Design loop_buffer, sky130hd; sources not shown.
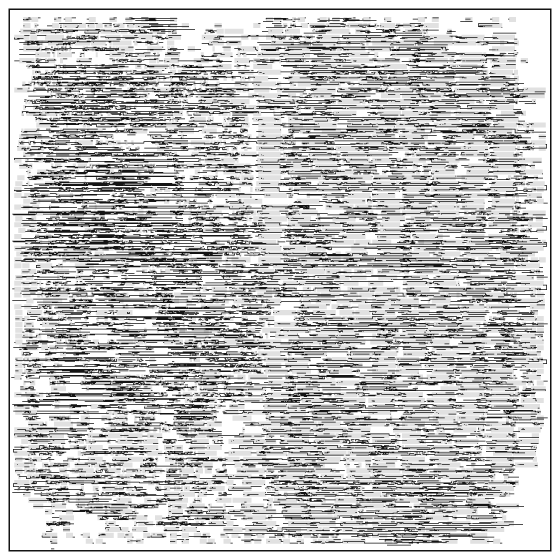
Run 1: signal wires on met1
share of all routed wire: 40%
wire length on this layer: 41.2 mm
longest straight run: 55.7 µm
main direction: horizontal
Via Count: 27400
M1 GR Usage: 41.8%
WL final: 102000 µm

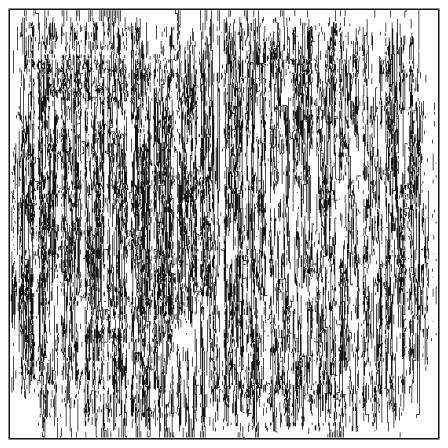
Run 1: the metal 2 layer
nets with wire on the layer: 3192
share of all routed wire: 48%
longest straight run: 85.8 µm
met2 GRT Util: 54.4%

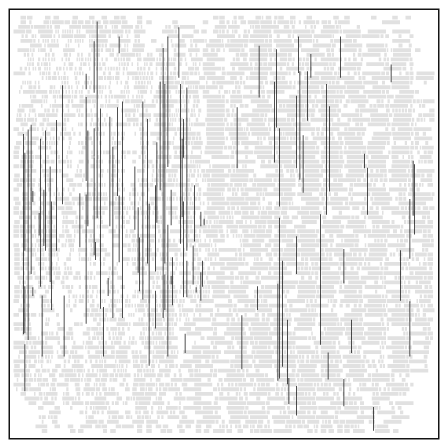
Run 1: signal wires on met4
main direction: vertical
share of all routed wire: 4.7%
wire length on this layer: 4820 µm
longest straight run: 158 µm
nets with wire on the layer: 81

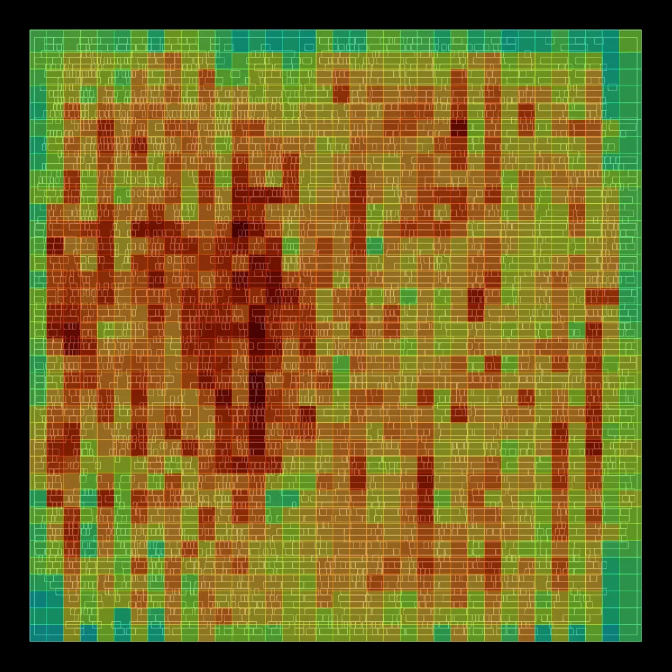
Run 1: routing congestion
Most Crowded Layer GR: met2
total global-route track usage: 33.5%
WL per Instance: 22.2 µm

==> metrics.yaml, run 1 <==
outcome: "finished, final reports clean"
grt_overflow: 0
edf_count: 512
core_mm2: 0.0605
hold_path_class: "register to register"
timing.final.setup_violations: 0
seqCellArea_mm2: 0.0197
cts_num_sinks: 730
power_leakage_uw: 0.0151
path_clk_slew_ns: 0.06
crit_fanout: 20
drt_iter0_drc: 2629
netlist_area_mm2: 0.0356
slew_violations: 0
routabilityCongestion: 1.05
final_cell_mix: "edfxtp_1, nand2_1, nand3_1"
cts-htree-levels: 3
area_leaders: "edfxtp_1, dfxtp_1, nand3_1"
fp_util_pct: 58.8
clk_latency_ns: 0.62
die_area_mm2: 0.0628
io_pins: 205
cap_violations: 0
fin_cells: 4616
crit_path_end_kind: "register"
hold_viol: 0
worst_pin_slew_ns: 0.893
netlist.area_leader.share_pct: 43.2
r2r_cells: 18
finalCritPeriodShare_pct: 81.0
numPortBuffers: 204
p_per_area_mw_per_mm2: 408
fillers: 4627
synth_chip_area_mm2: 0.0356
drive_above_1_share_pct: 10.0
yosys-stat-cells: 3549
post_cts_buffers: 0
yosys_warnings: 0
syn_inst: 3549
final.setup.tns_ns: 0
r2r_setup_slack_ns: 0.90
ys_seq_share_pct: 55.5
die_y_um: 251
cp.required_ns: 4.47
num-nets-final: 3981
holdBufCountCts: 0
fmax_mhz: 294
root_buffer: "clkbuf_16"
synthArstFlopShare_pct: 0
ff_type: "edfxtp_1"
warnings: 39
fin_crit_ns: 3.40
synth.distinct_cells: 56
place_inst: 4476
detail_route.first_pass.iterations: 6
post_cts_resize_count: 0
synth_nets: 3758
cts_buffers: 76
cp.arrival_ns: 3.67
drcViolationCount: 0
largest_register_ffs: 512
rsz0062_at_grt: "no"
yosysTopAreaCell: "edfxtp_1"
p_total_uw: 16900
cts_buffer_depth: 3
vias_per_cell: 5.94
multiInputGateArea_mm2: 0.0137
syn_area_per_cell_um2: 10.0
layout_top_cell: "edfxtp_1"
cts_tree: "done"
antenna_found_initial: 1
area_growth_pct: 16.7
critPathLaunchType: "input port"
hold_path_depth: 2
## run 1: worst max-delay path, stage by stage
cell and delay (ns):
clkdlybuf4s50_1 0.54, ha_1 0.36, nand4_1 0.10, nor4_1 0.36
buf_4 0.19, nand2_1 0.07, inv_1 0.08, o21ai_1 0.20
inv_1 0.20, nand2_1 0.26, nor2_4 0.24, buf_12 0.20
## run 1: cell usage after synthesis (5+ instances only)
cell type / count
or2_1: 75
a21oi_1: 197
xnor2_1: 21
nor2_2: 6
o211ai_1: 229
o21ai_0: 231
inv_2: 17
o211ai_2: 10
edfxtp_1: 512
buf_2: 69
inv_1: 329
nand2_2: 15
nand3_2: 6
o22ai_1: 9
nor2_1: 168
nor3_1: 52
o21bai_1: 30
buf_6: 27
a211oi_1: 5
xor2_1: 83
o21ai_1: 32
buf_1: 8
or2_0: 133
or2_2: 51
dfxtp_1: 218
buf_4: 9
nand3_1: 346
nor3_2: 8
ha_1: 107
a31oi_1: 8
nand2_1: 369
nor2_4: 7
nand4_1: 40
clkbuf_1: 64
nor4_1: 17
## run 1: stage by stage
| stage | worst slack (ns) | hold WS [ns] | util, % | area, µm² |
|---|---|---|---|---|
| 2_1_floorplan | 0.238 | 0.388 | - | 35600 |
| 3_3_place_gp | 0.273 | 0.387 | 64.6 | 39100 |
| 3_5_place_dp | 0.189 | 0.388 | 64.6 | 39100 |
| 4_1_cts | 0.838 | 0.397 | 68.6 | 41500 |
| 5_1_grt | 0.627 | 0.415 | 68.6 | 41500 |
| 6_report | 0.799 | 0.393 | 68.6 | 41500 |
## run 1: cells by family after synthesis
group	after synthesis	synth area share (%)
muxes	1	0.0281
DFF	730	55.5
xor gates and xnor gates	104	2.56
and+or+nand+nor	1308	18.4
AOI/OAI and AO/OA	772	13.2
adders and majority gates	108	3.82
buffers and inverters	526	6.52
## run 1: area by class of cell
| cell class | count | area share (%) |
|---|---|---|
| Clock buffer | 97 | 5.03 |
| Clock inverter | 42 | 0.787 |
| Sequential cell | 730 | 47.6 |
| Multi-Input combinational cell | 2293 | 32.9 |
| Tap cell | 782 | 2.36 |
| Timing Repair Buffer | 324 | 8.17 |
| Inverter | 347 | 3.16 |
| Antenna cell | 1 | 0.00603 |
## run 1: routing by layer
| layer | part of all wire (%) | vias up | global-route usage, % |
|---|---|---|---|
| met5 | 0 | - | - |
| met4 | 4.7 | 0 | 15.4 |
| met3 | 6.7 | 234 | 4.45 |
| met2 | 48 | 1102 | 54.4 |
| met1 | 40 | 13100 | 41.8 |
| li1 | - | 13000 | - |
## run 1: report_power, final
group | leakage (µW) | switching (µW) | internal (µW)
Clock | 0.00118 | 2820 | 3720
Sequential | 0.00636 | 204 | 7860
Combinational | 0.00756 | 1540 | 806
==> inputs of run 2 (changes only) <==
==> constraint.sdc (replaced) <==
create_clock -name clk -period 3.4 [get_ports clk]
set_clock_uncertainty 0.05 [all_clocks]
set_input_delay 0.68 -clock clk [delete_from_list [all_inputs] [get_ports clk]]
set_output_delay 0.68 -clock clk [all_outputs]
set_load 0.03 [all_outputs]
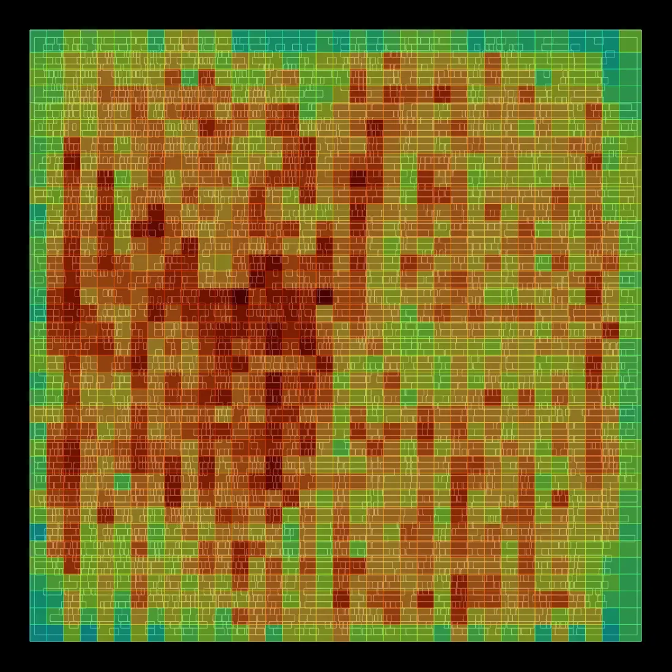
Run 2: routing congestion
Util after Layout: 71.7%
total global-route track usage: 34.3%
WL per Instance: 21.8 µm
M1 GR Usage: 42.7%

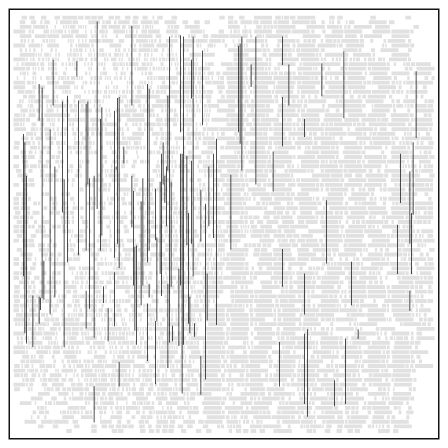
Run 2: signal wires on met4
nets with wire on the layer: 89
main direction: vertical
wire length on this layer: 5590 µm
longest straight run: 180 µm
share of all routed wire: 5.3%
Via Count: 28300
WL final: 105000 µm

==> metrics.yaml, run 2 <==
outcome: "finished, final reports clean"
hold_path_class: "register to register"
num-nets-final: 4188  # +5.2%
hold_path_depth: 2  # unchanged
netlist_area_mm2: 0.0356  # unchanged
routabilityCongestion: 1.07  # +2.1%
p_sw_uw: 5840  # +28%
grt_overflow: 0  # unchanged
synthArstFlopShare_pct: 0  # unchanged
cts_num_sinks: 730  # unchanged
io_pins: 205  # unchanged
r2r_setup_slack_ns: 0.18  # -0.72 ns
detail_route.first_pass.iterations: 6  # unchanged
holdWs_ns: 0.396  # +0.00239 ns
drive_above_1_share_pct: 15.0  # +5.0 points
synth_top_cell_by_count: "edfxtp_1"
rsz0062_at_grt: "no"
p_per_area_mw_per_mm2: 504  # +24%
cp.required_ns: 3.90  # -0.57 ns
timing.final.setup_violations: 0  # unchanged
path_clk_slew_ns: 0.06  # about the same
fmax_mhz: 309
pwr-share-comb_pct: 15.7  # +1.9 points
cp.arrival_ns: 3.74  # +0.07 ns
post_cts_buffers: 0  # unchanged
fp_util_pct: 58.8  # unchanged
syn_area_per_cell_um2: 10.0  # unchanged
synth_chip_area_mm2: 0.0356  # unchanged
setup_ws_ns: 0.164  # -0.635 ns
ys_top_cells_by_count: "edfxtp_1, nand2_1, nand3_1"
netlist.area_leader.share_pct: 43.2  # unchanged
place_ws_ns: -0.401  # -0.590 ns
synth_nets: 3758  # unchanged
pwr-share-clk_pct: 38.9  # +0.3 points
hold_viol: 0  # unchanged
cts_tree: "done"
edf_count: 512  # unchanged
cts_buffer_depth: 3  # unchanged
area_leaders: "edfxtp_1, dfxtp_1, nand3_1"
drcViolationCount: 0  # unchanged
switching_share_pct: 26.7  # -0.22 points
ff_type: "edfxtp_1"
crit_fanout: 4  # -80%
clk_latency_ns: 0.63  # about the same
synth.distinct_cells: 56  # unchanged
cts-htree-levels: 3  # unchanged
area_growth_pct: 22.0
die_area_mm2: 0.0628  # unchanged
yosys-stat-cells: 3549  # unchanged
die_y_um: 251  # unchanged
final_cell_mix: "edfxtp_1, nand2_1, nand3_1"
syn_inst: 3549  # unchanged
worst_pin_slew_ns: 0.846  # -0.0470 ns
numPortBuffers: 204  # unchanged
core_mm2: 0.0605  # unchanged
antenna_found_initial: 1  # unchanged
layout_top_cell: "edfxtp_1"
cap_violations: 0  # unchanged
internal_power_uw: 16000  # +30%
-- run 2: cell counts after synthesis --
Identical to the previous run, type by type.
-- run 2: timing repair --
item / in CTS / in global routing
resized: 0 / 6
setup endpoints to repair: 0 / 45
hold buffers: 0 / 0
-- run 2: cell families after synthesis --
group | after synthesis | share of synthesized area [%]
DFF | 730 | 55.5
buffers and inverters | 526 | 6.52
adders and majority gates | 108 | 3.82
AOI/OAI and AO/OA | 772 | 13.2
and+or+nand+nor | 1308 | 18.4
xor gates and xnor gates | 104 | 2.56
muxes | 1 | 0.0281
-- run 2: per-stage QoR --
| stage | total power, µW | instance area (µm²) | instances | setup TNS (ns) |
|---|---|---|---|---|
| 6_report | 21900 | 43400 | 4825 | 0 |
| 5_1_grt | 22600 | 43400 | 4825 | 0 |
| 4_1_cts | 21900 | 43300 | 4824 | 0 |
| 3_5_place_dp | 13500 | 40700 | 4683 | -165.48 |
| 3_3_place_gp | 13500 | 40700 | 4683 | -165.02 |
| 2_1_floorplan | 11900 | 35600 | 3549 | -205.73 |
-- run 2: power by group through the flow --
stage	combinational [µW]	clock [µW]	sequential [µW]
global placement	3340	0	10100
global route	3690	8940	9950
detailed placement	3360	0	10100
floorplan	1660	0	10200
finish	3440	8500	9930
CTS	3390	8590	9920
-- run 2: worst max-delay path, cell delays in order --
cell and delay [ns]:
clkdlybuf4s50_1 0.45, buf_4 0.18, ha_1 0.35, buf_4 0.16, a21oi_1 0.29, o21ai_0 0.17
nand2_1 0.09, nand3_1 0.19, a21o_1 0.23, nand2_1 0.05, nand2_1 0.15, a21oi_1 0.20
xnor2_1 0.18, nand2_1 0.17, a21oi_1 0.17
-- run 2: layout make-up --
class,count,area [µm²],area share (%)
clock inverters,33,407,0.938
inverters,347,1310,3.03
clock buffers,108,2190,5.06
diodes,1,2.50,0.00577
flip-flops and latches,730,19700,45.5
repair buffers,531,5060,11.7
well taps,782,978,2.26
multi-input cells,2293,13700,31.5
-- run 2: per-layer routing --
layer / track usage (%) / wire, µm
met3: 4.43 / 6990
met5: - / 0
met1: 42.7 / 41900
met4: 16.7 / 5590
met2: 55.6 / 50800
Power and IR drop assume default switching activity.
